Run 1, sequential cells coloured by netlist name:
(4 px per um) Other sequential cells in the stronger grey, the rest of the logic in the fainter grey.
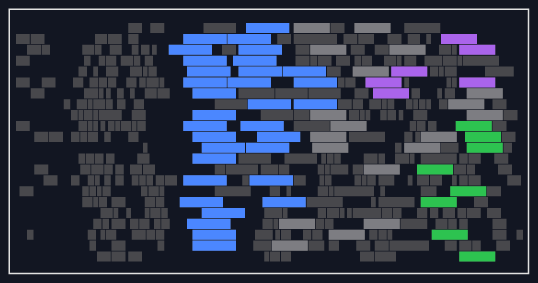
Run 1, wire density map:
(4 px per um) 26 x 13 tiles, from dark purple (low) to yellow (high), scaled to the fullest tile. Values are wire area over tile area, all layers added.
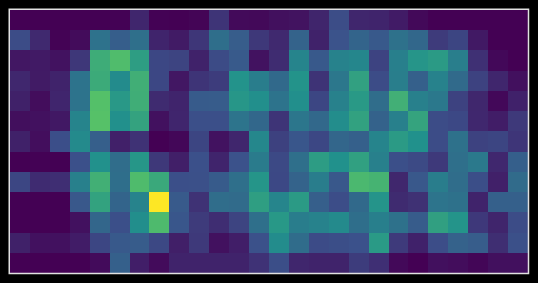
Run 1, drive-strength map:
(3 px per um)
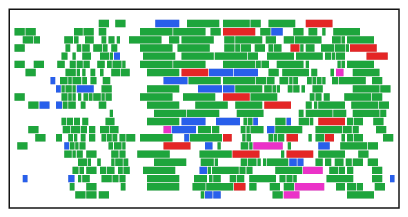
### src/rtl/tile_map_writer_pkg.sv
// Shared VGA tile-map definitions: screen geometry, tile size, grid size
// and the tile type encoding. The tile-map writer imports this package,
// and so do the tile-map readers.
//
// Contents:
//   TILE_PX_DEF / SCREEN_W_DEF / SCREEN_H_DEF : default geometry in pixels
//   GRID_DIM / GRID_BITS                      : 8x8 map, 3 bits per axis
//   COORD_W / MAP_ADDR_W                      : pixel coordinate and map address widths
//   tile_type_t                               : 2-bit tile encoding
//   wr_state_t                                : writer FSM states
//   map_wr_t                                  : one queued map write (address + type)
//   tile_addr()                               : row/col -> linear map address
package tile_map_writer_pkg;

    localparam int TILE_PX_DEF  = 80;
    localparam int SCREEN_W_DEF = 640;
    localparam int SCREEN_H_DEF = 480;
    localparam int GRID_DIM     = 8;
    localparam int GRID_BITS    = 3;
    localparam int COORD_W      = 11;
    localparam int MAP_ADDR_W   = 2 * GRID_BITS;

    typedef enum logic [1:0] {
        TILE_EMPTY  = 2'd0,
        TILE_WALL   = 2'd1,
        TILE_ITEM   = 2'd2,
        TILE_HAZARD = 2'd3
    } tile_type_t;

    typedef enum logic {
        ST_IDLE  = 1'b0,
        ST_CLEAR = 1'b1
    } wr_state_t;

    typedef struct packed {
        logic [MAP_ADDR_W-1:0] addr;
        tile_type_t            kind;
    } map_wr_t;

    // The map is row-major with 8 columns, so row*8+col is a plain bit concatenation.
    function automatic logic [MAP_ADDR_W-1:0] tile_addr(input logic [GRID_BITS-1:0] row,
                                                        input logic [GRID_BITS-1:0] col);
        return {row, col};
    endfunction

endpackage

### src/rtl/tile_req_fifo.sv
// Small first-word-fall-through FIFO for pending tile-map writes.
//
// Ports:
//   clk        : clock, rising edge
//   resetN     : asynchronous active-low reset, empties the FIFO
//   flush      : synchronous discard of all entries (wins over push/pop)
//   push       : write push_data when not full
//   push_data  : entry to enqueue
//   pop        : drop the head entry when not empty
//   pop_data   : current head entry (valid while empty=0)
//   full/empty : occupancy flags
module tile_req_fifo #(
    parameter int DEPTH = 4,
    parameter int WIDTH = 8
) (
    input  logic             clk,
    input  logic             resetN,
    input  logic             flush,
    input  logic             push,
    input  logic [WIDTH-1:0] push_data,
    input  logic             pop,
    output logic [WIDTH-1:0] pop_data,
    output logic             full,
    output logic             empty
);

    localparam int PTR_W = (DEPTH > 1) ? $clog2(DEPTH) : 1;
    localparam int CNT_W = $clog2(DEPTH + 1);

    logic [WIDTH-1:0] mem [DEPTH];
    logic [PTR_W-1:0] wr_ptr_reg;
    logic [PTR_W-1:0] wr_ptr_next;
    logic [PTR_W-1:0] rd_ptr_reg;
    logic [PTR_W-1:0] rd_ptr_next;
    logic [CNT_W-1:0] count_reg;
    logic [CNT_W-1:0] count_next;
    logic             push_ok;
    logic             pop_ok;

    // Pointers wrap explicitly so non-power-of-two depths also work.
    function automatic logic [PTR_W-1:0] ptr_inc(input logic [PTR_W-1:0] p);
        return (p == PTR_W'(DEPTH - 1)) ? '0 : p + 1'b1;
    endfunction

    assign full     = (count_reg == CNT_W'(DEPTH));
    assign empty    = (count_reg == '0);
    assign push_ok  = push && !full;
    assign pop_ok   = pop && !empty;
    assign pop_data = mem[rd_ptr_reg];

    always_comb begin
        wr_ptr_next = wr_ptr_reg;
        rd_ptr_next = rd_ptr_reg;
        count_next  = count_reg;
        if (flush) begin
            wr_ptr_next = '0;
            rd_ptr_next = '0;
            count_next  = '0;
        end else begin
            if (push_ok) begin
                wr_ptr_next = ptr_inc(wr_ptr_reg);
            end
            if (pop_ok) begin
                rd_ptr_next = ptr_inc(rd_ptr_reg);
            end
            unique case ({push_ok, pop_ok})
                2'b10:   count_next = count_reg + 1'b1;
                2'b01:   count_next = count_reg - 1'b1;
                default: count_next = count_reg;
            endcase
        end
    end

    always_ff @(posedge clk or negedge resetN) begin
        if (!resetN) begin
            wr_ptr_reg <= '0;
            rd_ptr_reg <= '0;
            count_reg  <= '0;
        end else begin
            wr_ptr_reg <= wr_ptr_next;
            rd_ptr_reg <= rd_ptr_next;
            count_reg  <= count_next;
        end
    end

    // Storage needs no reset: an entry is only read after it has been written.
    generate
        for (genvar gi = 0; gi < DEPTH; gi++) begin : g_entry
            always_ff @(posedge clk) begin
                if (push_ok && !flush && (wr_ptr_reg == PTR_W'(gi))) begin
                    mem[gi] <= push_data;
                end
            end
        end
    endgenerate

endmodule

### src/rtl/tile_map_writer.sv
// Tile-map writer: turns pixel-coordinate tile-change requests into writes
// on the 8x8 tile map. Requests are queued and drained only while the
// display is blanked; a clear request sweeps every map cell with one type.
//
// Ports:
//   clk          : clock, rising edge
//   resetN       : asynchronous active-low reset
//   frame_blank  : 1 while outside the active display area (queued writes may drain)
//   req_valid    : tile-change request valid
//   req_ready    : request accepted on an edge where req_valid=1 and req_ready=1
//   req_x/req_y  : pixel coordinate inside the tile to change
//   req_type     : new tile type
//   clear_req    : one-cycle strobe, fill the whole map with clear_type
//   clear_type   : fill type
//   wr_en        : registered map write strobe
//   wr_addr      : registered map address (row*8+col), held when wr_en=0
//   wr_data      : registered tile type, held when wr_en=0
//   busy         : work outstanding (sweep, queued entries or a write on the port)
//   drop_cnt     : saturating count of off-screen requests discarded
module tile_map_writer
    import tile_map_writer_pkg::*;
#(
    parameter int TILE_PX    = TILE_PX_DEF,
    parameter int FIFO_DEPTH = 4,
    parameter int SCREEN_W   = SCREEN_W_DEF,
    parameter int SCREEN_H   = SCREEN_H_DEF
) (
    input  logic        clk,
    input  logic        resetN,
    input  logic        frame_blank,
    input  logic        req_valid,
    output logic        req_ready,
    input  logic [10:0] req_x,
    input  logic [10:0] req_y,
    input  logic [1:0]  req_type,
    input  logic        clear_req,
    input  logic [1:0]  clear_type,
    output logic        wr_en,
    output logic [5:0]  wr_addr,
    output logic [1:0]  wr_data,
    output logic        busy,
    output logic [7:0]  drop_cnt
);

    wr_state_t              state_reg;
    wr_state_t              state_next;
    logic [MAP_ADDR_W-1:0]  sweep_reg;
    logic [MAP_ADDR_W-1:0]  sweep_next;
    tile_type_t             clear_type_reg;
    tile_type_t             clear_type_next;
    logic                   wr_en_reg;
    logic                   wr_en_next;
    logic [MAP_ADDR_W-1:0]  wr_addr_reg;
    logic [MAP_ADDR_W-1:0]  wr_addr_next;
    tile_type_t             wr_data_reg;
    tile_type_t             wr_data_next;
    logic [7:0]             drop_cnt_reg;
    logic [7:0]             drop_cnt_next;

    logic [GRID_BITS-1:0]   req_col;
    logic [GRID_BITS-1:0]   req_row;
    logic                   req_in_range;
    logic                   req_accept;
    logic                   fifo_push;
    logic                   fifo_pop;
    logic                   fifo_flush;
    logic                   fifo_full;
    logic                   fifo_empty;
    map_wr_t                push_entry;
    map_wr_t                pop_entry;

    // ------------------------------------------------------------------
    // Request acceptance and pixel-to-tile conversion
    // ------------------------------------------------------------------
    // New requests are held off during a sweep and on the clear strobe so
    // nothing can slip into the FIFO in the same cycle it is flushed.
    assign req_ready    = !fifo_full && (state_reg == ST_IDLE) && !clear_req;
    assign req_accept   = req_valid && req_ready;
    assign req_in_range = (req_x < COORD_W'(SCREEN_W)) && (req_y < COORD_W'(SCREEN_H));

    // Division by a constant; only in-range coordinates are ever pushed, so
    // the quotient always fits in 3 bits.
    assign req_col = GRID_BITS'(req_x / COORD_W'(TILE_PX));
    assign req_row = GRID_BITS'(req_y / COORD_W'(TILE_PX));

    assign push_entry.addr = tile_addr(req_row, req_col);
    assign push_entry.kind = tile_type_t'(req_type);
    assign fifo_push       = req_accept && req_in_range;

    always_comb begin
        drop_cnt_next = drop_cnt_reg;
        if (req_accept && !req_in_range && (drop_cnt_reg != 8'hFF)) begin
            drop_cnt_next = drop_cnt_reg + 8'd1;
        end
    end

    tile_req_fifo #(
        .DEPTH (FIFO_DEPTH),
        .WIDTH ($bits(map_wr_t))
    ) u_fifo (
        .clk       (clk),
        .resetN    (resetN),
        .flush     (fifo_flush),
        .push      (fifo_push),
        .push_data (push_entry),
        .pop       (fifo_pop),
        .pop_data  (pop_entry),
        .full      (fifo_full),
        .empty     (fifo_empty)
    );

    // ------------------------------------------------------------------
    // Writer FSM: next state and registered write port
    // ------------------------------------------------------------------
    always_comb begin
        state_next      = state_reg;
        sweep_next      = sweep_reg;
        clear_type_next = clear_type_reg;
        wr_en_next      = 1'b0;
        wr_addr_next    = wr_addr_reg;
        wr_data_next    = wr_data_reg;
        fifo_pop        = 1'b0;
        fifo_flush      = 1'b0;

        if (clear_req) begin
            // Clear overrides everything, including a sweep already running.
            fifo_flush      = 1'b1;
            clear_type_next = tile_type_t'(clear_type);
            sweep_next      = '0;
            state_next      = ST_CLEAR;
        end else begin
            unique case (state_reg)
                ST_IDLE: begin
                    // frame_blank gates the pop directly, so the first
                    // non-blank cycle already stops draining.
                    if (frame_blank && !fifo_empty) begin
                        fifo_pop     = 1'b1;
                        wr_en_next   = 1'b1;
                        wr_addr_next = pop_entry.addr;
                        wr_data_next = pop_entry.kind;
                    end
                end
                ST_CLEAR: begin
                    // The sweep ignores frame_blank: a clear is a full redraw.
                    wr_en_next   = 1'b1;
                    wr_addr_next = sweep_reg;
                    wr_data_next = clear_type_reg;
                    sweep_next   = sweep_reg + 1'b1;
                    if (sweep_reg == MAP_ADDR_W'(GRID_DIM * GRID_DIM - 1)) begin
                        state_next = ST_IDLE;
                    end
                end
                default: begin
                    state_next = ST_IDLE;
                end
            endcase
        end
    end

    always_ff @(posedge clk or negedge resetN) begin
        if (!resetN) begin
            state_reg      <= ST_IDLE;
            sweep_reg      <= '0;
            clear_type_reg <= TILE_EMPTY;
            wr_en_reg      <= 1'b0;
            wr_addr_reg    <= '0;
            wr_data_reg    <= TILE_EMPTY;
            drop_cnt_reg   <= '0;
        end else begin
            state_reg      <= state_next;
            sweep_reg      <= sweep_next;
            clear_type_reg <= clear_type_next;
            wr_en_reg      <= wr_en_next;
            wr_addr_reg    <= wr_addr_next;
            wr_data_reg    <= wr_data_next;
            drop_cnt_reg   <= drop_cnt_next;
        end
    end

    assign wr_en    = wr_en_reg;
    assign wr_addr  = wr_addr_reg;
    assign wr_data  = wr_data_reg;
    assign drop_cnt = drop_cnt_reg;

    // A write still presented on the port counts as outstanding work, so
    // busy drops the cycle after the final write of a sweep or a drain.
    assign busy = (state_reg == ST_CLEAR) || !fifo_empty || wr_en_reg;

endmodule

### config.mk
export PLATFORM = sky130hd
export DESIGN_NAME = tile_map_writer
export DESIGN_NICKNAME = d
export VERILOG_FILES = /design/src/rtl/tile_map_writer_pkg.sv /design/src/rtl/tile_req_fifo.sv /design/src/rtl/tile_map_writer.sv
export SDC_FILE = /design/constraint.sdc
export NUM_CORES = 1
export LEC_CHECK = 0
export CAP_MARGIN = 5
export CORE_ASPECT_RATIO = 0.5
export CORE_UTILIZATION = 45
export CTS_CLUSTER_SIZE = 12
export DETAILED_ROUTE_END_ITERATION = 8
export GPL_TIMING_DRIVEN = 0
export PLACE_DENSITY = 0.68
export SYNTH_ARGS = -nofsm -noshare
export SYNTH_HDL_FRONTEND = slang
export SYNTH_SLANG_ARGS = --single-unit
export TNS_END_PERCENT = 20
### constraint.sdc
create_clock -name clk -period 7.6 [get_ports clk]
set_clock_uncertainty 0.15 [all_clocks]
set_input_delay 1.52 -clock clk [delete_from_list [all_inputs] [get_ports clk]]
set_output_delay 1.52 -clock clk [all_outputs]
set_load 0.01 [all_outputs]
==> results.txt, run 1 <==
Flow results follow.

The run finished with clean final reports. In this run, post-CTS hold repair placed 0 buffers. The final critical path takes up 69.8% of the cycle.

The terminus of the critical flop-to-flop path is u_fifo.count_reg[2]. The largest net degree at the start of global routing is 34. The filler cells instantiated in the layout total 620.

The number of I/O pins is 50. The slack of the worst reg-to-reg path is 4.87 ns. The count of final hold-check violations is 0. The areal power density over the cells is 196 nW/um2. Among all stages on the critical path, the largest delay is contributed by sky130_fd_sc_hd__clkdlybuf4s50_1. STA shows the worst min-delay path finishing at drop_cnt[4].

Counting pins that exceed their max-slew limit in the final report gives 0. For reference, the most critical setup path is categorized as primary input to output port. Per the synth stats, the flop cell with the highest instance count is sky130_fd_sc_hd__dfrtp_1. The depth of the critical timing path with buffers and inverters included is 5.

The synthesized netlist contains 62 unique library cells. In this run the vertical extent of the chip is 65.7 um. The critical path endpoint category is an output port. The synthesized netlist cell count is 322. The number of clock sinks is 65. The total power after layout is 896 uW.

A synthesized cell averages 11.3 um2. The number of buffers added by the clock tree synthesis step is 9. Setup repair after global routing left no endpoint under its margin. The post-route non-filler standard cell count is 494. The count of warnings emitted by yosys is 0. In this run the most critical hold path is launched from drop_cnt[4]. In the synthesized netlist, the dominant kind of combinational cell is simple AND/OR/NAND/NOR gates. Of the post-synthesis cell area, the part taken by muxes is 9.01%.

The initial cell density of the core is 48.1%. The synthesized netlist devotes 2.95% of its cell area to adder and majority cells. In the synthesized netlist the async set-or-reset flop fraction comes to 50.8%. Derived from the worst setup path, the maximum achievable clock frequency is 0.189 GHz. In this run the cell area measured after placement is 4260 um2. The flip-flop count of the largest register, all copies and words added is 32. The residual DRC count is 0. In the synthesis report, Yosys lists the chip area as 3650 um2.

The origin of the worst setup path is clear_req. In this run, synthesis inferred 32 flip-flops with an integrated enable. The final layout net count is 420. The maximum level of the CTS H-tree is 3. The number of resized instances in the post-cts repair step is 0.

The startpoint kind of the worst setup timing path is a primary input. The length of the first detailed-routing pass in iterations is 4. The most frequent standard cell in the layout excluding fill and tap cells is sky130_fd_sc_hd__clkdlybuf4s50_1.
## Picture notes: 'sequential cells coloured by netlist name'
- green: drop_cnt (sequential cells 8)
- purple: sweep_reg (sequential cells 6; where upper right)
- blue: u_fifo.mem (sequential cells 32; where a vertical strip down the middle)
- not coloured: 19
core occupancy in the finished layout: 60.2%
Flop+latch power: 386 uW
sequential cell area: 1790 um2
sequential cell area share: 39.1%

## Picture notes: 'wire density map'
- nearly empty tiles: 10%
- mean over tiles: 0.14
- fullest tile: 0.57
- tiles over half the peak: 12%
routed length per placed instance: 15.9 um
All-Layer GR Usage: 20.6%
total via count after detailed routing: 2,779
total detailed-routing wirelength: 7.86 mm

## Picture notes: 'drive-strength map'
- red: x6 and larger (cells 16; share 4.1%; most used clkbuf_16)
- blue: x2 (cells 31; share 8.0%)
- green: x1 and smaller (cells 333; share 86%; most used clkdlybuf4s50_1)
- magenta: x3 and x4 (cells 6; share 1.6%; most used clkinvlp_4)
final non-filler cell area: 4570 um2
setup ws final: 2.30 ns
Signal buffers: 64
layout overhead on the synthesized area: 25.1%

run 1: synth_stat cells (2+ instances only):
cell type | instances | area [um2]
sky130_fd_sc_hd__ha_1 | 7 | 87.6
sky130_fd_sc_hd__inv_1 | 12 | 45.0
sky130_fd_sc_hd__o311ai_0 | 2 | 17.5
sky130_fd_sc_hd__nor3b_1 | 3 | 22.5
sky130_fd_sc_hd__mux2i_1 | 10 | 100
sky130_fd_sc_hd__and3_2 | 5 | 37.5
sky130_fd_sc_hd__a211o_1 | 4 | 35.0
sky130_fd_sc_hd__and3_1 | 3 | 18.8
sky130_fd_sc_hd__a22oi_1 | 7 | 52.6
sky130_fd_sc_hd__o2111ai_1 | 2 | 17.5
sky130_fd_sc_hd__nand2b_1 | 9 | 56.3
sky130_fd_sc_hd__and2_1 | 5 | 31.3
sky130_fd_sc_hd__o2bb2ai_1 | 3 | 26.3
sky130_fd_sc_hd__buf_1 | 2 | 7.51
sky130_fd_sc_hd__nor2b_1 | 9 | 56.3
sky130_fd_sc_hd__o21ai_0 | 13 | 65.1
sky130_fd_sc_hd__dfrtp_1 | 33 | 826
sky130_fd_sc_hd__nor2_1 | 17 | 63.8
sky130_fd_sc_hd__or2_2 | 3 | 18.8
sky130_fd_sc_hd__mux2_2 | 3 | 33.8
sky130_fd_sc_hd__a31oi_1 | 5 | 31.3
sky130_fd_sc_hd__mux4_2 | 8 | 180
sky130_fd_sc_hd__nand3_1 | 7 | 35.0
sky130_fd_sc_hd__clkbuf_1 | 5 | 18.8
sky130_fd_sc_hd__xnor2_1 | 8 | 70.1
sky130_fd_sc_hd__nor3_1 | 4 | 20.0
sky130_fd_sc_hd__xor2_1 | 4 | 35.0
sky130_fd_sc_hd__o22ai_1 | 6 | 37.5
sky130_fd_sc_hd__or3_1 | 2 | 12.5
sky130_fd_sc_hd__a211oi_1 | 7 | 52.6
sky130_fd_sc_hd__nor4_1 | 3 | 18.8
sky130_fd_sc_hd__nand2_1 | 22 | 82.6
sky130_fd_sc_hd__a21oi_1 | 13 | 65.1
sky130_fd_sc_hd__edfxtp_1 | 32 | 961
sky130_fd_sc_hd__nand4_1 | 8 | 50.1
sky130_fd_sc_hd__o31ai_1 | 4 | 30.0
sky130_fd_sc_hd__buf_2 | 7 | 35.0
run 1: power breakdown:
| group | total [mW] | leakage (nW) | switching [mW] | internal (mW) |
|---|---|---|---|---|
| sequential | 0.386 | 0.724 | 0.00611 | 0.380 |
| clock | 0.420 | 0.145 | 0.161 | 0.259 |
| combinational | 0.0907 | 0.862 | 0.0478 | 0.0428 |
run 1: area by class of cell:
| type | instances | share of cell area (%) |
|---|---|---|
| sequential | 65 | 39.1 |
| multi-input combinational | 229 | 37.8 |
| timing repair buffer | 48 | 10.4 |
| clock buffer | 9 | 4.93 |
| tap | 108 | 2.96 |
| buffer | 16 | 2.03 |
| clock inverter | 7 | 1.81 |
| inverter | 12 | 0.985 |
run 1: per-layer routing:
layer | GRT usage (%) | wire length, um | vias to the layer above
li1 | - | - | 1349
met1 | 25.4 | 3640 | 1347
met3 | 4.48 | 306 | 11
met5 | 0 | 0 | -
met4 | 6.25 | 93 | 0
met2 | 36.6 | 3820 | 72
==> run 1 -> run 2 <==
clock period = 5.6 ns   (was 7.6 ns; I/O delays follow)
==> results.txt, run 2 <==
Flow results follow.

The combinational group share of total power came to 10.1% (about the same). The timing report shows that the slowest cell on the worst path is sky130_fd_sc_hd__clkdlybuf4s50_1. The number of clock sinks is 65 (unchanged).

The sum of routed wire length over all layers is 7.86 mm (unchanged). The most frequent standard cell in the layout excluding fill and tap cells is sky130_fd_sc_hd__clkdlybuf4s50_1. Setup repair after global routing left no endpoint under its margin. The post-route non-filler standard cell count is 494 (unchanged). The number of filler instances in the final layout is 620 (unchanged). The area added between synthesis and finish was 25.1% (unchanged). The initial cell density of the core came to 48.1% (unchanged). The switching power as a share of total power is 23.9% (about the same). The maximum level of the CTS H-tree came to 3 (unchanged). The total of hold buffers inserted after clock tree synthesis is 0 (unchanged).

The share of flip-flops with an asynchronous set or reset was 50.8% (unchanged). The total count of max-transition violations in the final report is 0 (unchanged). The total power after layout is 1.22 mW (+36%). The average wire per standard cell is 15.9 um (unchanged). The worst setup path is captured at an output port. The part of the power in the clock network came to 46.8% (about the same). The top cell type's share of synthesized area came to 26.3% (unchanged).

Sorting the synthesized cells by area gives the leading types as sky130_fd_sc_hd__edfxtp_1 (26%), sky130_fd_sc_hd__dfrtp_1 (23%), sky130_fd_sc_hd__mux4_2 (4.9%). The count of final hold-check violations is 0 (unchanged). The distinct cell type count after synthesis is 62 (unchanged). The depth of the critical timing path with buffers and inverters included is 5 (unchanged). The total vias in the final route was 2,779 (unchanged). The slack of the worst reg-to-reg path came to 2.87 ns (-2.00 ns). The origin of the worst setup path is clear_req. The count of warnings emitted by yosys came to 0 (unchanged). The number of buffers added by the clock tree synthesis step came to 9 (unchanged). The number of enable flip-flop cells came to 32 (unchanged).

The final worst-path cycle share is 80.4%. The synthesized netlist cell count is 322 (unchanged). The cell accounting for the most synthesized area is sky130_fd_sc_hd__edfxtp_1. The largest net degree at the start of global routing was 34 (unchanged). The most used flip-flop cell after synthesis is sky130_fd_sc_hd__dfrtp_1.

The run finished with clean final reports. The areal power density over the cells is 266 nW/um2 (+36%). Yosys reports that the most numerous cell types are sky130_fd_sc_hd__dfrtp_1 (33), sky130_fd_sc_hd__edfxtp_1 (32), sky130_fd_sc_hd__nand2_1 (22), sky130_fd_sc_hd__nor2_1 (17).

The critical path is of the primary input to output port type. The power dissipated by switching net loads is 291 uW (+36%). The cell with the most instances after synthesis is sky130_fd_sc_hd__dfrtp_1.

The number of I/O pins is 50 (unchanged). The post-synthesis area per instance came to 11.3 um2 (unchanged).
[run 2: cell counts after synthesis]
No cell type changed its count.
[run 2: layout make-up]
| type | count | area, um2 | share of cell area [%] |
|---|---|---|---|
| clock buffers | 9 | 225 | 4.93 |
| repair buffers | 48 | 475 | 10.4 |
| multi-input cells | 229 | 1730 | 37.8 |
| well taps | 108 | 135 | 2.96 |
| plain buffers | 16 | 92.6 | 2.03 |
| flip-flops and latches | 65 | 1790 | 39.1 |
| inverters | 12 | 45.0 | 0.985 |
| clock inverters | 7 | 82.6 | 1.81 |
[run 2: through the flow]
stage	setup slack (ns)	cell area, um2
final	1.10	4570
after global routing	0.969	4570
after CTS	1.10	4570
after detailed placement	1.09	4260
after global placement	1.10	4270
after floorplan	2.44	3650
[run 2: cells by family (layout without fill, tap and decap cells)]
family / count (synthesis) / count (layout) / share of synthesized area, %
flops: 65 / 65 / 48.9
fa+ha+maj: 8 / 8 / 2.95
xor+xnor: 13 / 13 / 3.63
simple gates: 107 / 107 / 16.2
buf+inv: 28 / 92 / 3.77
mux: 22 / 22 / 9.01
compound gates: 79 / 79 / 15.5
[run 2: per-layer routing]
layer	global-route usage (%)	wire length (um)
met3	4.48	306
met4	6.25	93
met2	36.6	3820
met1	25.4	3640
met5	0	0
[run 2: how the worst min path moves through the flow]
stage	start	end	slack, ns	cells after the start
detailed placement	drop_cnt[4]	drop_cnt[4]	0.34	1
finish	drop_cnt[4]	drop_cnt[4]	0.35	1
global placement	drop_cnt[7]	drop_cnt[7]	0.33	1
CTS	drop_cnt[4]	drop_cnt[4]	0.35	1
global route	drop_cnt[7]	drop_cnt[7]	0.36	1
floorplan	clear_type_reg[0]	wr_data[0]	0.32	2
[run 2: power groups by stage]
stage | clock (mW) | combinational [mW] | sequential [mW]
5_1_grt | 0.594 | 0.136 | 0.525
3_5_place_dp | 0 | 0.122 | 0.533
4_1_cts | 0.577 | 0.123 | 0.524
6_report | 0.570 | 0.123 | 0.524
2_1_floorplan | 0 | 0.0630 | 0.534
3_3_place_gp | 0 | 0.118 | 0.532
[run 2: worst register-to-register path: stages, from the launching register on]
cell and delay, ns:
sky130_fd_sc_hd__dfrtp_1 0.44, sky130_fd_sc_hd__nor2_2 0.09, sky130_fd_sc_hd__a2111oi_4 0.53, sky130_fd_sc_hd__and2_1 0.21, sky130_fd_sc_hd__buf_6 0.15, sky130_fd_sc_hd__nor2_1 0.06, sky130_fd_sc_hd__fa_1 0.42, sky130_fd_sc_hd__and2_1 0.18
sky130_fd_sc_hd__a211o_1 0.28, sky130_fd_sc_hd__a31oi_1 0.15
Run 2, wire density map:
(4 px per um) 26 x 13 tiles, from dark purple (low) to yellow (high), scaled to the fullest tile. Values are wire area over tile area, all layers added.
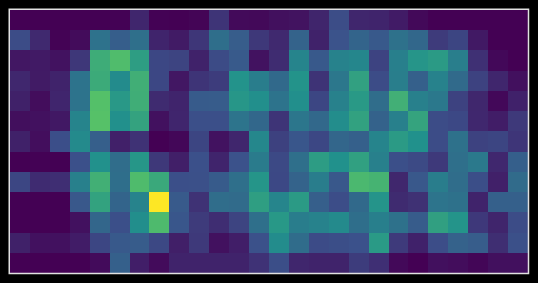
- nearly empty tiles: 10%
- fullest tile: 0.57
- tiles over half the peak: 12%
- mean over tiles: 0.14

Run 2, supply network:
(4 px per um) Pins as bars on the die edge.
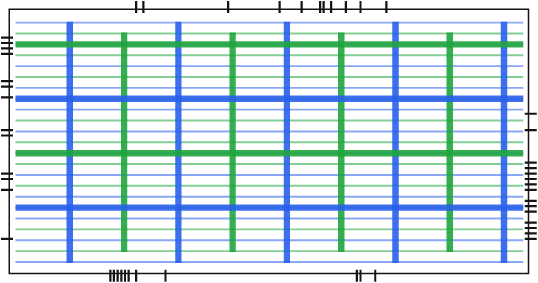
- blue: VSS
- green: VDD
- met4 straps: 9
- met5 straps: 4
- met1 rails: 23
- signal pins: 50
die y size: 65.7 um
VDD IR-drop max: 0.142 mV
die width: 129 um
standard cell core area: 7600 um2

==> run 2 -> run 3 <==
PLACE_DENSITY = 0.7   (was 0.68)
clock period = 4.1 ns   (was 5.6 ns; I/O delays follow)
==> results.txt, run 3 <==
Flow results follow.

The flow ran to the end, and the final reports show no timing, DRC or antenna violations. The post-synthesis adder-cell area fraction is 2.95% (unchanged). The die span in x came to 129 um (unchanged). The synthesized netlist cell count is 322 (unchanged). The switching power as a share of total power is 22.0% (-1.9 points).

The xor/xnor share of the synthesized area was 3.63% (unchanged). The sum of routed wire length over all layers is 8.11 mm (+3.2%). The top cell type's share of synthesized area was 26.3% (unchanged). The classification of the worst setup path is primary input to output port. The number of buffers added by the clock tree synthesis step is 9 (unchanged).

The share of synthesized area spent on multiplexers came to 9.01% (unchanged). The most used flip-flop cell is sky130_fd_sc_hd__dfrtp_1. The main area contributors are sky130_fd_sc_hd__edfxtp_1 (26%), sky130_fd_sc_hd__dfrtp_1 (23%), sky130_fd_sc_hd__mux4_2 (4.9%). The share of flip-flops with an asynchronous set or reset is 50.8% (unchanged).

The post-route non-filler standard cell count is 494 (unchanged). The total of hold buffers inserted after clock tree synthesis was 0 (unchanged). The distinct cell type count after synthesis is 62 (unchanged). The count of final hold-check violations is 0 (unchanged). The number of filler instances in the final layout is 634 (+2.3%). The number of I/O pins is 50 (unchanged).

The number of clock sinks is 65 (unchanged). The area of the core region is 7600 um2 (unchanged). Setup repair after global routing left no endpoint under its margin. The initial cell density of the core came to 48.1% (unchanged). The total vias in the final route came to 2,861 (+3.0%).

Counting only logic cells after layout, the most numerous master is sky130_fd_sc_hd__clkdlybuf4s50_1. STA classifies the critical path endpoint as an output port. The detailed route wirelength on metal3 was 363 um (+19%). The cell with the most instances after synthesis is sky130_fd_sc_hd__dfrtp_1. The areal power density over the cells is 368 nW/um2 (+38%).

The cell accounting for the most synthesized area is sky130_fd_sc_hd__edfxtp_1. The part of the power in the clock network was 47.5% (+0.7 points). The fraction of the mapped netlist area in compound gates is 15.5% (unchanged). The power dissipated by switching net loads came to 371 uW (+28%). The setup slack after layout came to 0.204 ns (-0.894 ns). The average wire per standard cell is 16.4 um (+3.2%).

The placement-stage worst setup slack is 0.159 ns (-0.932 ns). The number of enable flip-flop cells was 32 (unchanged). The maximum level of the CTS H-tree came to 3 (unchanged).

The total count of max-transition violations in the final report is 0 (unchanged). The final worst-path cycle share is 95.0%. The commonest cells after synthesis are sky130_fd_sc_hd__dfrtp_1 (33), sky130_fd_sc_hd__edfxtp_1 (32), sky130_fd_sc_hd__nand2_1 (22), sky130_fd_sc_hd__nor2_1 (17). The top logic cell family in the synthesized netlist is simple AND/OR/NAND/NOR gates.
run 3: cell type report:
class,count,area [um2],share of cell area [%]
clock buffers,9,225,4.91
multi-input cells,229,1730,37.7
plain buffers,16,92.6,2.02
well taps,108,135,2.95
inverters,12,45.0,0.983
repair buffers,48,475,10.4
flip-flops and latches,65,1790,39.0
clock inverters,7,93.8,2.05
run 3: power groups by stage:
stage | logic [mW] | registers [mW] | clock network, mW
after global placement | 0.162 | 0.727 | 0
final | 0.170 | 0.716 | 0.801
after global routing | 0.188 | 0.717 | 0.839
after detailed placement | 0.169 | 0.728 | 0
after CTS | 0.169 | 0.716 | 0.811
after floorplan | 0.0860 | 0.729 | 0
run 3: logic make-up after synthesis:
logic type | after synthesis
xor+xnor | 13
fa+ha+maj | 8
mux | 22
simple gates | 107
compound gates | 79
flops | 65
buf+inv | 28
run 3: worst min path at each step:
| stage | depth (start not counted) | from | end |
|---|---|---|---|
| after CTS | 1 | drop_cnt[7] | drop_cnt[7] |
| final | 2 | clear_type_reg[0] | wr_data[0] |
| after detailed placement | 1 | drop_cnt[7] | drop_cnt[7] |
| after floorplan | 2 | clear_type_reg[0] | wr_data[0] |
| after global placement | 1 | drop_cnt[7] | drop_cnt[7] |
| after global routing | 1 | drop_cnt[6] | drop_cnt[6] |
run 3: layer usage:
| metal | global-route usage, % | vias to the layer above |
|---|---|---|
| met1 | 27.1 | 1408 |
| met4 | 5.81 | 0 |
| li1 | - | 1341 |
| met5 | 0 | - |
| met2 | 36.2 | 101 |
| met3 | 4.72 | 11 |
run 3: critical path: stages:
cell and delay (ns):
sky130_fd_sc_hd__clkdlybuf4s50_1 0.58, sky130_fd_sc_hd__clkbuf_1 0.44, sky130_fd_sc_hd__buf_1 0.46, sky130_fd_sc_hd__a211oi_1 0.11
sky130_fd_sc_hd__clkdlybuf4s50_1 0.51
run 3: per-stage QoR:
| stage | power, mW | cell area (um2) | hold slack (ns) |
|---|---|---|---|
| finish | 1.69 | 4580 | 0.364 |
| global route | 1.74 | 4580 | 0.390 |
| CTS | 1.70 | 4580 | 0.360 |
| detailed placement | 0.896 | 4260 | 0.353 |
| global placement | 0.889 | 4270 | 0.328 |
| floorplan | 0.815 | 3650 | 0.319 |
Run 3, supply network:
(4 px per um) Pins as bars on the die edge.
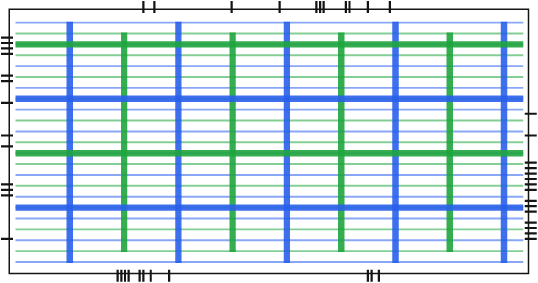
- green: VDD
- blue: VSS
- signal pins: 50
- rows: 22
- met1 rails: 23
- met5 straps: 4
- met4 straps: 9
VDD IR-drop max: 0.196 mV

Run 3, sequential cells coloured by netlist name:
(4 px per um) Other sequential cells in the stronger grey, the rest of the logic in the fainter grey.
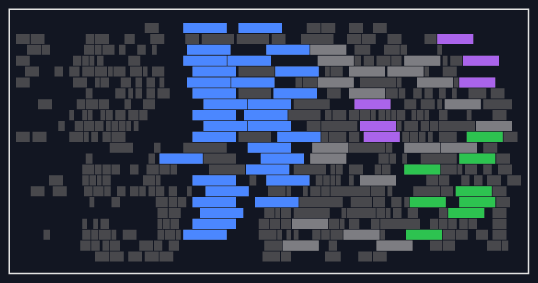
core occupancy in the finished layout: 60.3%
Flop+latch power: 716 uW
sequential cell area share: 39.0%

Power and IR drop assume default switching activity.
